==> config.mk <==
export PLATFORM = sky130hd
export DESIGN_NAME = pc_unit
export DESIGN_NICKNAME = d
export VERILOG_FILES = /design/src/rtl/pc_unit.sv
export SDC_FILE = /design/constraint.sdc
export NUM_CORES = 1
export LEC_CHECK = 0
export ABC_AREA = 1
export CORE_ASPECT_RATIO = 1.5
export CORE_MARGIN = 2
export CORE_UTILIZATION = 48
export DETAILED_ROUTE_END_ITERATION = 16
export HOLD_SLACK_MARGIN = 0.06
export PLACE_DENSITY = 0.88
export SLEW_MARGIN = 20
export SYNTH_ARGS = -nofsm -noshare
export SYNTH_HDL_FRONTEND = slang
export SYNTH_SLANG_ARGS = --single-unit
export TNS_END_PERCENT = 1
==> constraint.sdc <==
create_clock -name clk -period 3.49 [get_ports clk]
set_clock_uncertainty 0.05 [all_clocks]
set_input_delay 0.698 -clock clk [delete_from_list [all_inputs] [get_ports clk]]
set_output_delay 0.698 -clock clk [all_outputs]
set_load 0.005 [all_outputs]
io_placement.png
Drawn at 4 px/um. Pins as bars across the die edge, other pins in gray.
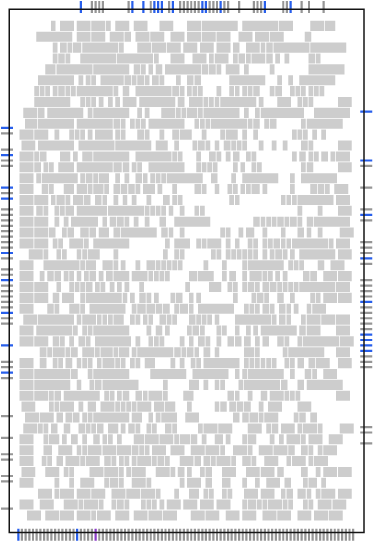
Key: blue = epc [pins 32, direction output, edge 12 top, 9 left, 9 right, 2 bottom]; purple = branch [pins 1, direction input, edge bottom]
All pins by edge: 92 bottom, 42 left, 39 top, 32 right.
I/O Buffers: 204
die extent in y: 130 um
DIE WIDTH: 88.3 um

congestion.png
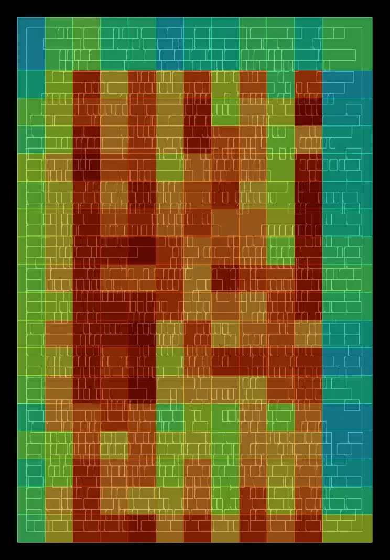
met1 usage in global routing: 0.406
GR peak layer: met2
met3 Use GR: 0.0597
WL/cell: 16.6 um

==> ci_impl_report.md <==
## Implementation flow summary

| Metric | Value |
|---|---|
| Most common cell on crit path | `nor2_4` |
| Top power group | `sequential cells` |
| Crit. End Element | `primary output` |
| Cts bufs inserted | `9` |
| Clk cell area share | `0.0401` |
| Via Count | `6,464` |
| Status | `finished, final reports clean` |
| Largest class | `combinational gates` |
| Area leader share | `0.323` |
| Distinct cells, synth | `35` |
| Max-Cap Viols | `0` |
| Tool warnings | `27` |
| Combinational Power | `0.000763 W` |
| Synth mux share | `0` |
| Post-Route Utilization | `0.720` |
| # setup viols final | `0` |
| Clock transition at path regs | `60 ps` |
| Largest net degree at the start of global routing | `49` |
| Logic area | `3040 um^2` |
| DR WL met2 | `9730 um` |
| Post-synth EDFFs | `0` |
| Clk_lat worst skew | `340 ps` |
| Highest metal used | `met4` |
| Non-CTS buffers | `220` |
| Aoi share | `0.120` |
| I/O Pins | `205` |
| Worst EP required | `2740 ps` |
| Detailed-route DRC error count | `0` |
| Critical path class | `flip-flop to primary output` |
| XOR/XNOR Fraction of Synth Area | `0.0169` |
| Comb_multi_in | `689` |
| Max stage delay on crit path | `580 ps` |
| Dpl cell area | `7240 um^2` |
| Inverters | `56` |
| Die footprint | `11,500 um^2` |
| Combinational share of power | `0.288` |
| Drt total wl | `19,800 um` |
| Commonest cells in the netlist | `378 x nand2_1, 97 x nor2_1, 71 x nand3_1, 66 x dfrtp_1, 50 x o21ai_0` |
| Hold slack | `311 ps` |
| Seq pwr share | `0.358` |
| Syn_nets | `962` |
| CP Max Fanout | `6` |
| Number of global-route vias before repair | `6,174` |
| Pre-antenna DRT Iters | `7` |
| Crit path cell chain | `ha_1 > nand2_1 > nor2_4 > nand2_2 > nor2_4 > xor2_1 > clkdlybuf4s50_1` |
| Number of buffers and inverters on the critical path | `1` |
| Data arrival time of the critical path | `2610 ps` |
| Post-layout min period | `3360 ps` |
| Number of cells in Yosys stat | `854` |
| Top cells excl fill/tap | `378 x nand2_1, 203 x clkdlybuf4s50_1, 96 x nor2_1` |
| Top cell excl fill/tap | `nand2_1` |
| First-pass GRT wire length | `30,800 um` |
| Clk sinks | `66` |
| Syn avg cell area | `5.99 um^2` |
| Cell count after synthesis | `854` |
| Critical-path top delay cell | `clkdlybuf4s50_1` |
| Fillers | `900` |
| Setup TNS Final | `0 ps` |
| Post-CTS Setup Bufs | `0` |
| FF+latch count, synth | `66` |
| Leak pwr | `3.50 nW` |
| Drt via density | `5.43` |
| Placed Cells | `1,175` |
| DP Worst Slack | `502 ps` |
| Gpl congestion | `1.01` |
| Power Density | `351 nW/um^2` |
| FP Rows | `46` |
| Unrepaired setup endpoints after global routing | `false` |
| Int Power | `0.00181 W` |
| Metal3 WL | `1300 um` |
| Synth top cell by count | `nand2_1` |
Power figures rest on the tool's default switching activity, not on a simulated workload.
